### src/rtl/impl_chk_sched.sv
// impl_chk_sched: a bank of N_CH single-cycle implication checkers.
// Each checker tests that antecedent a in one cycle implies consequent b in the next.
// A disable term can abort an attempt.
// Failures are serialised to a logger through one round-robin arbitrated valid/ready port.
// Optional feature: define IMPL_CHK_DEFAULT_DIS_EN to add the dis_default input.
// When it is undefined, channels with dis_sel=0 have no disable.
module impl_chk_sched #(
    parameter int N_CH  = 4,
    parameter int CNT_W = 16,
    localparam int CH_W = $clog2(N_CH)
) (
    input  logic             clk,
    input  logic             rst,
    input  logic [N_CH-1:0]  ch_en,
    input  logic [N_CH-1:0]  a,
    input  logic [N_CH-1:0]  b,
`ifdef IMPL_CHK_DEFAULT_DIS_EN
    input  logic             dis_default,
`endif
    input  logic [N_CH-1:0]  dis_sel,
    input  logic [N_CH-1:0]  dis_ovr,
    output logic             rpt_valid,
    input  logic             rpt_ready,
    output logic [CH_W-1:0]  rpt_ch,
    output logic [CNT_W-1:0] rpt_stamp,
    output logic [CNT_W-1:0] fail_cnt,
    output logic             rpt_ovf,
    output logic             busy
);

    localparam int PC_W = $clog2(N_CH + 1);

    // Number of channels failing in one cycle
    function automatic logic [PC_W-1:0] popcount(input logic [N_CH-1:0] v);
        logic [PC_W-1:0] n;
        n = '0;
        for (int i = 0; i < N_CH; i++) begin
            n = n + PC_W'(v[i]);
        end
        return n;
    endfunction

    // Failure counter add that sticks at all-ones instead of wrapping
    function automatic logic [CNT_W-1:0] sat_add(input logic [CNT_W-1:0] base,
                                                 input logic [PC_W-1:0]  inc);
        logic [CNT_W:0] sum;
        sum = {1'b0, base} + (CNT_W+1)'(inc);
        return sum[CNT_W] ? {CNT_W{1'b1}} : sum[CNT_W-1:0];
    endfunction

    logic [N_CH-1:0]  def_dis;
    logic [N_CH-1:0]  eff_dis;
    logic [N_CH-1:0]  pend;
    logic [N_CH-1:0]  fail;
    logic [N_CH-1:0]  fail_pend;
    logic [N_CH-1:0]  clr;
    logic [N_CH-1:0]  fp_nxt;
    logic [N_CH-1:0]  ovf_hit;
    logic [N_CH-1:0]  stamp_we;
    logic [CNT_W-1:0] stamp [N_CH];
    logic [CNT_W-1:0] cyc;
    logic [CH_W-1:0]  rr_ptr;
    logic [CH_W-1:0]  rr_nxt;
    logic [CH_W-1:0]  win_idx;
    logic             win_found;
    logic             load;

`ifdef IMPL_CHK_DEFAULT_DIS_EN
    assign def_dis = {N_CH{dis_default}};
`else
    assign def_dis = '0;
`endif

    // Resolve each channel's disable and classify the pending checks
    always_comb begin
        eff_dis = (dis_sel & dis_ovr) | (~dis_sel & def_dis);
        fail    = pend & ~eff_dis & ~b;
    end

    // Round-robin search over latched failures, starting at rr_ptr
    always_comb begin : arb
        int j;
        j         = 0;
        win_found = 1'b0;
        win_idx   = '0;
        for (int k = 0; k < N_CH; k++) begin
            j = int'(rr_ptr) + k;
            if (j >= N_CH) j = j - N_CH;
            if (!win_found && fail_pend[j]) begin
                win_found = 1'b1;
                win_idx   = CH_W'(j);
            end
        end
        rr_nxt = (win_idx == CH_W'(N_CH - 1)) ? '0 : win_idx + CH_W'(1);
    end

    // Update the fail_pend slots; a new failure overrides the clear of a slot being loaded
    always_comb begin
        load = ~rpt_valid | rpt_ready;
        for (int i = 0; i < N_CH; i++) begin
            clr[i] = load & win_found & (win_idx == CH_W'(i));
        end
        fp_nxt   = (fail_pend & ~clr) | fail;
        ovf_hit  = fail & fail_pend & ~clr;
        stamp_we = fail & ~(fail_pend & ~clr);
    end

    assign busy = (|pend) | (|fail_pend) | rpt_valid;

    // Per-channel attempt/failure state, cycle stamp and the failure statistics
    always_ff @(posedge clk) begin
        if (rst) begin
            pend      <= '0;
            fail_pend <= '0;
            cyc       <= '0;
            fail_cnt  <= '0;
            rpt_ovf   <= 1'b0;
            for (int i = 0; i < N_CH; i++) begin
                stamp[i] <= '0;
            end
        end else begin
            pend      <= ch_en & a & ~eff_dis;
            fail_pend <= fp_nxt;
            cyc       <= cyc + CNT_W'(1);
            fail_cnt  <= sat_add(fail_cnt, popcount(fail));
            if (|ovf_hit) rpt_ovf <= 1'b1;
            for (int i = 0; i < N_CH; i++) begin
                if (stamp_we[i]) stamp[i] <= cyc;
            end
        end
    end

    // Report register: reload whenever empty or being accepted
    always_ff @(posedge clk) begin
        if (rst) begin
            rpt_valid <= 1'b0;
            rpt_ch    <= '0;
            rpt_stamp <= '0;
            rr_ptr    <= '0;
        end else if (load) begin
            rpt_valid <= win_found;
            if (win_found) begin
                rpt_ch    <= win_idx;
                rpt_stamp <= stamp[win_idx];
                rr_ptr    <= rr_nxt;
            end
        end
    end

endmodule
### config.mk
export PLATFORM = sky130hd
export DESIGN_NAME = impl_chk_sched
export DESIGN_NICKNAME = d
export VERILOG_FILES = /design/src/rtl/impl_chk_sched.sv
export SDC_FILE = /design/constraint.sdc
export NUM_CORES = 1
export LEC_CHECK = 0
export ABC_AREA = 1
export ABC_CLOCK_PERIOD_IN_PS = 5600
export CORE_MARGIN = 10
export CORE_UTILIZATION = 40
export DETAILED_ROUTE_END_ITERATION = 12
export PLACE_DENSITY = 0.58
export SLEW_MARGIN = 40
export SYNTH_ARGS = -nofsm -noshare
export SYNTH_HDL_FRONTEND = slang
export SYNTH_SLANG_ARGS = --single-unit
### constraint.sdc
create_clock -name clk -period 5.6 [get_ports clk]
set_clock_uncertainty 0.15 [all_clocks]
set_input_delay 1.68 -clock clk [delete_from_list [all_inputs] [get_ports clk]]
set_output_delay 1.68 -clock clk [all_outputs]
set_load 0.01 [all_outputs]
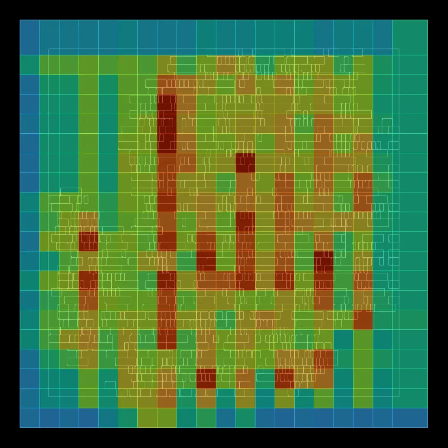
run_1/final_congestion.png
gr busiest metal: met2
met3 Use GR: 0.0413
gr usage total: 0.149
WL/cell: 14.7 µm

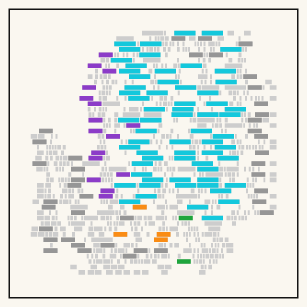
run_1/registers.png
(2 px per µm) Other sequential cells in the stronger grey, the rest of the logic in the fainter grey.
legend:
  green:
    signal: `rr_ptr`
    sequential_cells: 2
  orange:
    signal: `fail_pend`
    sequential_cells: 4
    where: bottom centre
  cyan:
    signal: `stamp`
    sequential_cells: 64
  purple:
    signal: `cyc`
    sequential_cells: 16

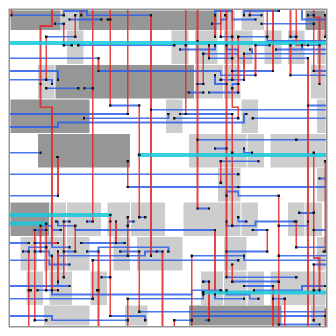
run_1/zoom.png
Window x 59 to 84, y 31 to 56 µm. Cells in grey, sequential cells in the stronger grey; small squares are vias.
legend:
  cyan:
    layer: met3
  red:
    layer: met2
  blue:
    layer: met1
cells with their middle in the window: 49
netlist names of flops here include: `stamp` (3), `fail_pend` (2)
most frequent: inv_1 (13), o21ai_1 (6)
sequential cells in the window: 5

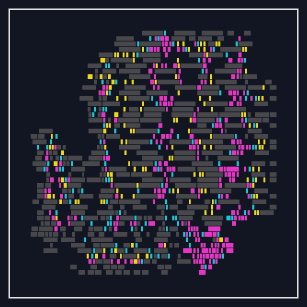
run_1/gate_families.png
(2 px per µm)
legend:
  yellow:
    family: NOR gates
    cells: 138
  cyan:
    family: inverters
    cells: 124
    where: spread over the die
  magenta:
    family: NAND gates
    cells: 244

## run 1: layout make-up
| type | count | area, µm² |
|---|---|---|
| repair buffers | 66 | 643 |
| clock inverters | 10 | 160 |
| flip-flops and latches | 126 | 3160 |
| fillers | 1439 | 7650 |
| well taps | 188 | 235 |
| clock buffers | 22 | 474 |
| inverters | 124 | 468 |
| multi-input cells | 467 | 2300 |
## run 1: stage by stage
stage / setup slack, ns / cells / cell area (µm²) / utilization
4_1_cts: 0.666 / 1003 / 7440 / 0.493
3_3_place_gp: 0.347 / 971 / 6800 / 0.451
6_report: 0.657 / 1003 / 7440 / 0.493
3_5_place_dp: 0.207 / 971 / 6800 / 0.451
2_1_floorplan: 1.07 / 746 / 6100 / -
5_1_grt: 0.360 / 1003 / 7440 / 0.493
## run 1: flip-flops by register name (all words and copies together) (netlist names), 2 cells and up
name / count
cyc: 16
fail_cnt: 16
fail_pend: 4
pend: 4
rpt_ch: 2
rpt_stamp: 16
rr_ptr: 2
stamp: 64
## run 1: kinds of logic after synthesis
kind of cell | share of synthesized area
adders and majority gates | 0.0209
and+or+nand+nor | 0.284
AOI/OAI and AO/OA | 0.0556
buffers and inverters | 0.105
xor gates and xnor gates | 0.0158
DFF | 0.519
## run 1: where the power goes
group	total [mW]	switching, mW	internal [mW]
combinational	0.312	0.203	0.108
clock	1.18	0.398	0.779
sequential	1.02	0.0189	1.01
total	2.51	0.620	1.89
## run 1: worst max-delay path: stages
cell and delay, ns:
clkdlybuf4s50_1 0.40, nand2_1 0.07, inv_1 0.04, nor3_1 0.37, xor2_1 0.18, inv_1 0.06, ha_1 0.26, inv_1 0.05
fa_1 0.40, inv_1 0.09, fa_1 0.23, nand4_1 0.14, nor3_1 0.40, nand3_1 0.43, inv_1 0.21, o21ai_0 0.10
inv_1 0.06
==> flow_metrics.py, run 1 <==
# Metrics from the implementation run
metrics = {
    "clock_network": {
        "post-cts-setup-buffers": 0,
        "hold_buffers": 0,
        "cts_tree": "built",
        "h-tree-depth": 4,
        "clock_latency_ns": 0.42,
        "path_clk_slew_ns": 0.06,
        "postCtsResizedCells": 0,
        "cts_buffers": 17,
        "cts-root-buf": "clkbuf_16",
        "cts_buffer_depth": 2,
        "cts.sinks": 126,
    },
    "setup_path": {
        "critical_path_arrival_ns": 5.16,
        "critPathLaunch": "dis_sel[0]",
        "critPathKind": "in -> reg",
        "reg2reg_to": "stamp[3][5]",
        "cp-start-kind": "input pin",
        "rrSetupSlack_ns": 1.63,
        "end_kind": "register",
        "ff2ff_path_depth": 15,
        "required_ns": 5.82,
        "crit_fanout": 10,
        "cp-endpoint": "fail_cnt[7]",
        "crit-reg2reg-launch": "rr_ptr[0]",
    },
    "timing": {
        "hold_ws_ns": 0.305,
        "fmax_ghz": 0.202,
        "setup_viol": 0,
        "post-route-min-period_ns": 4.94,
        "tns_ns": 0,
        "slew-limit-headroom": 0.438,
        "rsz0062_at_grt": "false",
        "worst_pin_slew_ns": 0.840,
        "drv_slew": 0,
        "hold_violations": 0,
    },
    "hold_path": {
        "holdPathEnd": "cyc[14]",
        "worstHoldPathCells": 1,
        "worstHoldPathType": "reg -> reg",
        "hold_start": "cyc[13]",
    },
    "synth": {
        "syn_area_per_cell_um2": 8.17,
        "ys_cells": 746,
        "yosys.area.top_type": "edfxtp_1",
        "yosys_warnings": 0,
        "ys_area_um2": 6100,
        "ys_async_sr_fraction": 0,
        "netlist_area_um2": 6100,
        "synth_flops": 126,
        "edf_count": 64,
        "synthTopCellsByArea": "edfxtp_1, dfxtp_1, nand2_1, nor2_1, inv_1",
        "ff_type": "edfxtp_1",
        "ys_types": 38,
        "synthTopCellsByCount": "nand2_1, nor2_1, inv_1",
        "syn_inst": 746,
        "ys_seq_share": 0.519,
        "synth_top_area_share": 0.315,
    },
    "global_routing": {
        "overflow": 0,
        "grt_pass1_vias": 4891,
        "antenna_found_initial": 0,
        "met1_usage": 0.180,
        "grt_max_degree": 39,
        "gr-usage-met2": 0.244,
        "grt_pass1_wl_mm": 24.3,
    },
    "finish": {
        "final_cell_mix": "nand2_1, nor2_1, inv_1",
        "syn2layout_area_growth_pct": 22.1,
        "final_common_cell": "nand2_1",
        "antennaDiodeCount": 0,
        "nets": 834,
        "drive_gt1_frac": 0.0785,
    },
    "power": {
        "p_leak_nw": 3.08,
        "ir_drop_v": 0.000223,
        "power_density_nw_per_um2": 338,
        "p_total_mw": 2.51,
    },
    "detailed_routing": {
        "postRouteWirelength_mm": 14.8,
        "drc": 0,
        "antenna_left": 0,
        "wirelength_met1_mm": 6.57,
        "met3_length_um": 841,
        "top_layer_used": "met4",
        "via_count": 4956,
        "viasPerCell": 4.94,
        "dr.pass1.iters": 5,
        "drt-initial-drc-count": 421,
    },
    "placement": {
        "place_hpwl_mm": 9.44,
        "gp_congestion": 0.795,
        "portBuffers": 59,
    },
    "floorplanning": {
        "die_y_um": 143,
        "rows": 45,
        "io_pins": 60,
        "die_w_um": 143,
        "core_um2": 15100,
    },
    "run": {
        "warnings": 29,
        "maxCapViolations": 0,
    },
    "run_status": {
        "status": "finished, final reports clean",
    },
}
==> inputs of run 2 (changes only) <==
Settings changed: CTS_BUF_LIST set to sky130_fd_sc_hd__clkbuf_16.
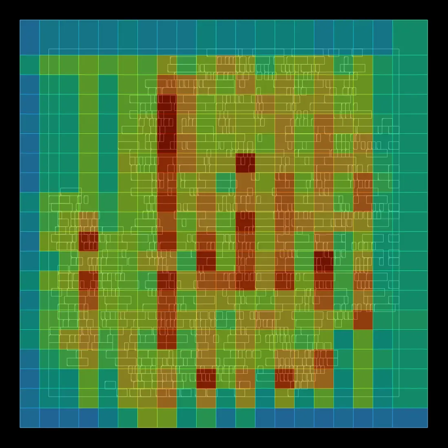
run_2/final_congestion.png
routing usage on met2: 0.244
GRT met1 Usage: 0.180

==> flow_metrics.py, run 2 <==
# Metrics from the implementation run
metrics = {
    "timing": {
        "slew-limit-headroom": 0.449,
        "hold_ws_ns": 0.303,
        "worst_pin_slew_ns": 0.824,
        "fmax_ghz": 0.200,
        "hold_violations": 0,
        "rsz0062_at_grt": "false",
        "tns_ns": 0,
        "drv_slew": 0,
        "finalCritPeriodShare": 0.891,
        "setup_viol": 0,
        "post-route-min-period_ns": 4.99,
    },
    "detailed_routing": {
        "drc": 0,
        "antenna_left": 0,
        "viasPerCell": 4.95,
        "dr.pass1.iters": 5,
        "drt-initial-drc-count": 371,
        "wl_per_cell_um": 14.8,
        "postRouteWirelength_mm": 14.8,
        "via_count": 4962,
    },
    "synth": {
        "synth_top_cell_by_count": "nand2_1",
        "edf_count": 64,
        "netlist_area_um2": 6100,
        "ys_async_sr_fraction": 0,
        "synthTopCellsByCount": "nand2_1, nor2_1, inv_1",
        "yosys_warnings": 0,
        "syn_area_per_cell_um2": 8.17,
        "synthTopCellsByArea": "edfxtp_1, dfxtp_1, nand2_1, nor2_1, inv_1",
        "ys_types": 38,
        "synth_nets": 778,
        "ys_seq_share": 0.519,
        "yosys.area.top_type": "edfxtp_1",
        "ff_type": "edfxtp_1",
        "synth_flops": 126,
        "syn_inst": 746,
        "ys_cells": 746,
        "ys_area_um2": 6100,
        "synth_top_area_share": 0.315,
    },
    "global_routing": {
        "grt_pass1_wl_mm": 24.3,
        "overflow": 0,
        "grt_max_degree": 39,
        "grtUsageTotal": 0.149,
        "grt_pass1_vias": 4894,
        "antenna_found_initial": 0,
    },
    "setup_path": {
        "ff2ff_path_depth": 15,
        "critPathSlowestCell": "nand3_1",
        "critical_path_arrival_ns": 5.20,
        "crit_fanout": 10,
        "critPathKind": "in -> reg",
        "cp_common_cell": "inv_1",
        "rrSetupSlack_ns": 1.65,
        "crit-reg2reg-launch": "rr_ptr[0]",
        "cp-start-kind": "input pin",
        "worst-path-buf-inv": 7,
        "slowest_delay_ns": 0.44,
        "end_kind": "register",
        "reg2reg_to": "stamp[3][5]",
        "crit_chain": "clkdlybuf4s50_1 > nand2_1 > inv_1 > nor3_1 > xor2_1 > inv_1 > ha_1 > inv_1 > fa_1 > inv_1 > fa_1 > nand4_1 > nor3_1 > nand3_1 > inv_1 > o21ai_0 > inv_1",
        "cp_top_family": "simple AND/OR/NAND/NOR gates",
        "required_ns": 5.81,
    },
    "floorplanning": {
        "die_w_um": 143,
        "rows": 45,
        "io_pins": 60,
        "core_um2": 15100,
        "chipArea_um2": 20600,
        "fp_util": 0.404,
        "die_y_um": 143,
    },
    "clock_network": {
        "postCtsResizedCells": 0,
        "post-cts-setup-buffers": 0,
        "cts-root-buf": "clkbuf_16",
        "clock_latency_ns": 0.41,
        "cts_buffer_depth": 2,
        "cts_tree": "built",
        "hold_buffers": 0,
        "cts.sinks": 126,
        "cts_buffers": 17,
        "path_clk_slew_ns": 0.06,
        "h-tree-depth": 4,
    },
    "finish": {
        "antennaDiodeCount": 0,
        "fillers": 1440,
        "final_cell_mix": "nand2_1, inv_1, nor2_1",
        "finalNonFillerCells": 1003,
        "drive_gt1_frac": 0.0748,
        "nets": 834,
        "final_common_cell": "nand2_1",
        "top_register": "stamp",
        "syn2layout_area_growth_pct": 21.6,
        "largest_reg_flops": 64,
    },
    "power": {
        "power_density_nw_per_um2": 333,
        "ir_drop_v": 0.000224,
        "p_leak_nw": 3.07,
        "p_total_mw": 2.47,
    },
    "hold_path": {
        "worstHoldPathType": "reg -> reg",
        "holdPathEnd": "cyc[14]",
        "worstHoldPathCells": 1,
        "hold_start": "cyc[13]",
    },
    "run_status": {
        "status": "finished, final reports clean",
    },
    "placement": {
        "gp_congestion": 0.795,
        "dp_cells": 971,
        "portBuffers": 59,
        "place_hpwl_mm": 9.44,
    },
    "run": {
        "warnings": 29,
        "maxCapViolations": 0,
    },
}
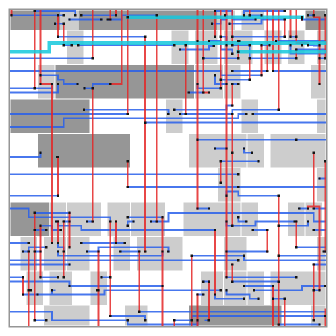
run_2/zoom.png
Window x 59 to 84, y 31 to 56 µm. Cells in grey, sequential cells in the stronger grey; small squares are vias.
legend:
  cyan:
    layer: met3
  red:
    layer: met2
  blue:
    layer: met1
sequential cells in the window: 5
most frequent: inv_1 (13), o21ai_1 (6)
cells with their middle in the window: 49
netlist names of flops here include: `stamp` (3), `fail_pend` (2)

run 2: cell counts after synthesis:
Identical to the previous run, type by type.
run 2: worst max path at each step:
stage	end	cells past startpoint	start	slack, ns
floorplan	fail_cnt[7]	16	dis_sel[0]	1.07
global placement	fail_cnt[7]	17	dis_sel[0]	0.35
detailed placement	fail_cnt[7]	17	dis_sel[0]	0.21
CTS	fail_cnt[7]	17	dis_sel[0]	0.67
global route	fail_cnt[7]	17	dis_sel[0]	0.36
finish	fail_cnt[7]	17	dis_sel[0]	0.61
run 2: metal layers:
layer	vias up	wire (µm)	global-route usage
met1	2292	6680	0.180
li1	2529	-	-
met4	0	298	0.0607
met3	27	736	0.0413
met2	114	7080	0.244
met5	-	0	0
run 2: final cells by class:
cell class	count	area [µm²]	area share
Tap cell	188	235	0.0317
Clock inverter	15	179	0.0241
Clock buffer	17	425	0.0574
Inverter	124	468	0.0631
Sequential cell	126	3160	0.427
Multi-Input combinational cell	467	2300	0.310
Timing Repair Buffer	66	643	0.0868
run 2: through the flow:
step | cell area [µm²] | util | setup WS [ns]
final | 7410 | 0.491 | 0.610
after global routing | 7410 | 0.491 | 0.360
after CTS | 7410 | 0.491 | 0.666
after detailed placement | 6800 | 0.451 | 0.207
after global placement | 6800 | 0.451 | 0.347
after floorplan | 6100 | - | 1.07
run 2: power breakdown:
part	internal, mW	switching (mW)
registers	1.01	0.0189
clock network	0.734	0.394
logic	0.108	0.204
total	1.85	0.616
run 2: cell families (layout without fill, tap and decap cells):
family	after synthesis	after routing	synth area share
AND/OR/NAND/NOR	383	383	0.284
buffers and inverters	153	222	0.105
flip-flops	126	126	0.519
AND-OR/OR-AND	64	64	0.0556
XOR/XNOR	11	11	0.0158
adder cells (fa/ha/maj)	9	9	0.0209
==> inputs of run 3 (changes only) <==
Settings changed: CTS_CLUSTER_DIAMETER set to 100.
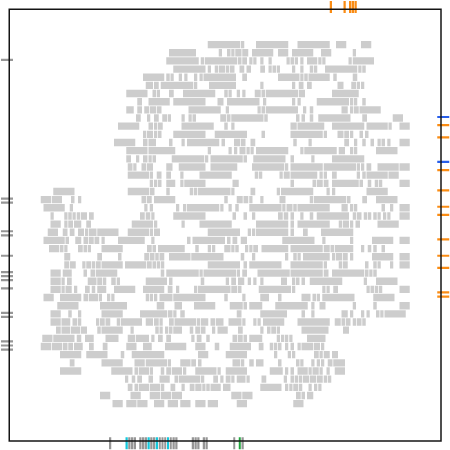
run_3/pins.png
(3 px per µm) Pins as bars across the die edge, other pins in grey.
legend:
  blue:
    port: `rpt_ch`
    pins: 2
    direction: output
    edge: right
  cyan:
    port: `ch_en`
    pins: 4
    direction: input
    edge: bottom
  orange:
    port: `rpt_stamp`
    pins: 16
    direction: output
    edge: 11 right, 5 top
  green:
    port: `rpt_ready`
    pins: 1
    direction: input
    edge: bottom
all pins by edge: 27 bottom, 15 left, 13 right, 5 top

==> flow_metrics.py, run 3 <==
# Metrics from the implementation run
metrics = {
    "synth": {
        "syn_area_per_cell_um2": 8.17,
        "ys_area_um2": 6100,
        "netlist_area_um2": 6100,
        "ys_async_sr_fraction": 0,
        "synthTopCellsByCount": "nand2_1, nor2_1, inv_1",
        "synth_top_area_share": 0.315,
        "synth_flops": 126,
        "syn_inst": 746,
        "ys_types": 38,
        "synth_nets": 778,
        "yosys_warnings": 0,
        "synthTopCellsByArea": "edfxtp_1, dfxtp_1, nand2_1, nor2_1, inv_1",
        "synth_top_cell_by_count": "nand2_1",
        "edf_count": 64,
        "ff_type": "edfxtp_1",
        "yosys.area.top_type": "edfxtp_1",
        "ys_cells": 746,
    },
    "floorplanning": {
        "die_y_um": 143,
        "fp_util": 0.404,
        "core_um2": 15100,
        "die_w_um": 143,
        "io_pins": 60,
        "rows": 45,
        "chipArea_um2": 20600,
    },
    "power": {
        "intPower_mw": 1.85,
        "pwr-share-comb": 0.127,
        "ir_drop_v": 0.000224,
        "pwr-share-seq": 0.416,
        "pg_comb_mw": 0.312,
        "switching_share": 0.250,
        "p_leak_nw": 3.07,
        "p_clk_frac": 0.457,
        "power.group.top": "the clock network",
        "powerSeq_mw": 1.03,
        "clock_net_power_mw": 1.13,
    },
    "global_routing": {
        "overflow": 0,
        "grt_max_degree": 39,
        "grt_pass1_vias": 4894,
        "antenna_found_initial": 0,
        "grt_pass1_wl_mm": 24.3,
    },
    "hold_path": {
        "worstHoldPathCells": 1,
        "holdPathEnd": "cyc[14]",
        "worstHoldPathType": "reg -> reg",
        "hold_start": "cyc[13]",
    },
    "setup_path": {
        "end_kind": "register",
        "worst-path-buf-inv": 7,
        "crit_fanout": 10,
        "reg2reg_to": "stamp[3][5]",
        "cp-start-kind": "input pin",
        "cp_top_family": "simple AND/OR/NAND/NOR gates",
        "critPathKind": "in -> reg",
        "critical_path_arrival_ns": 5.20,
        "required_ns": 5.81,
        "critPathLaunch": "dis_sel[0]",
        "critPathSlowestCell": "nand3_1",
        "rrSetupSlack_ns": 1.65,
        "ff2ff_path_depth": 15,
        "crit-reg2reg-launch": "rr_ptr[0]",
        "cp.depth": 17,
        "cp-endpoint": "fail_cnt[7]",
        "crit_chain": "clkdlybuf4s50_1 > nand2_1 > inv_1 > nor3_1 > xor2_1 > inv_1 > ha_1 > inv_1 > fa_1 > inv_1 > fa_1 > nand4_1 > nor3_1 > nand3_1 > inv_1 > o21ai_0 > inv_1",
        "slowest_delay_ns": 0.44,
        "cp_common_cell": "inv_1",
    },
    "finish": {
        "final_cell_mix": "nand2_1, inv_1, nor2_1",
        "finalNonFillerCells": 1003,
        "antennaDiodeCount": 0,
        "fillers": 1440,
        "syn2layout_area_growth_pct": 21.6,
        "nets": 834,
        "top_register": "stamp",
        "largest_reg_flops": 64,
        "final_common_cell": "nand2_1",
    },
    "run": {
        "maxCapViolations": 0,
        "warnings": 29,
    },
    "clock_network": {
        "path_clk_slew_ns": 0.06,
        "postCtsResizedCells": 0,
        "cts_buffer_depth": 2,
        "clock_latency_ns": 0.41,
        "h-tree-depth": 4,
        "cts_buffers": 17,
        "post-cts-setup-buffers": 0,
        "hold_buffers": 0,
        "cts_tree": "built",
    },
    "detailed_routing": {
        "antenna_left": 0,
        "dr.pass1.iters": 5,
        "viasPerCell": 4.95,
        "via_count": 4962,
        "postRouteWirelength_mm": 14.8,
        "drc": 0,
        "drt-initial-drc-count": 371,
    },
    "placement": {
        "portBuffers": 59,
        "gp_congestion": 0.795,
        "place_hpwl_mm": 9.44,
        "dp_cells": 971,
    },
    "timing": {
        "hold_violations": 0,
        "rsz0062_at_grt": "false",
        "worst_pin_slew_ns": 0.824,
        "slew-limit-headroom": 0.449,
        "setup_viol": 0,
        "fmax_ghz": 0.200,
        "drv_slew": 0,
        "tns_ns": 0,
        "post-route-min-period_ns": 4.99,
        "finalCritPeriodShare": 0.891,
    },
    "run_status": {
        "status": "finished, final reports clean",
    },
}
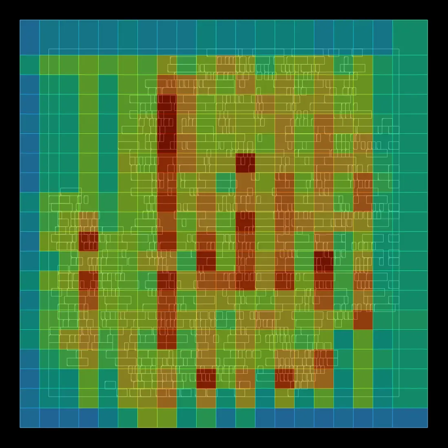
run_3/final_congestion.png
Final Core Density: 0.491
gr usage total: 0.149
WL/cell: 14.8 µm

-- run 3: cell counts after synthesis --
Identical to the previous run, type by type.
-- run 3: logic make-up (layout without fill, tap and decap cells) --
| family | Yosys count | count (layout) | synth area share |
|---|---|---|---|
| buf+inv | 153 | 222 | 0.105 |
| simple gates | 383 | 383 | 0.284 |
| xor+xnor | 11 | 11 | 0.0158 |
| flops | 126 | 126 | 0.519 |
| fa+ha+maj | 9 | 9 | 0.0209 |
| compound gates | 64 | 64 | 0.0556 |
-- run 3: per-layer routing --
metal / global-route usage / up-vias / part of all wire
li1: - / 2529 / -
met2: 0.244 / 114 / 0.48
met1: 0.180 / 2292 / 0.45
met3: 0.0413 / 27 / 0.050
met4: 0.0607 / 0 / 0.020
met5: 0 / - / 0
-- run 3: final cells by class --
class / instances / area [µm²] / area share
Sequential cell: 126 / 3160 / 0.427
Multi-Input combinational cell: 467 / 2300 / 0.310
Clock buffer: 17 / 425 / 0.0574
Clock inverter: 15 / 179 / 0.0241
Inverter: 124 / 468 / 0.0631
Tap cell: 188 / 235 / 0.0317
Timing Repair Buffer: 66 / 643 / 0.0868
-- run 3: through the flow --
step | setup slack [ns] | hold slack [ns] | utilization | area, µm² | total power [mW]
after floorplan | 1.07 | 0.273 | - | 6100 | 1.26
after global placement | 0.347 | 0.285 | 0.451 | 6800 | 1.35
after detailed placement | 0.207 | 0.293 | 0.451 | 6800 | 1.36
after CTS | 0.666 | 0.303 | 0.491 | 7410 | 2.49
after global routing | 0.360 | 0.327 | 0.491 | 7410 | 2.57
final | 0.610 | 0.303 | 0.491 | 7410 | 2.47
Power is estimated from default activity; no workload was simulated.
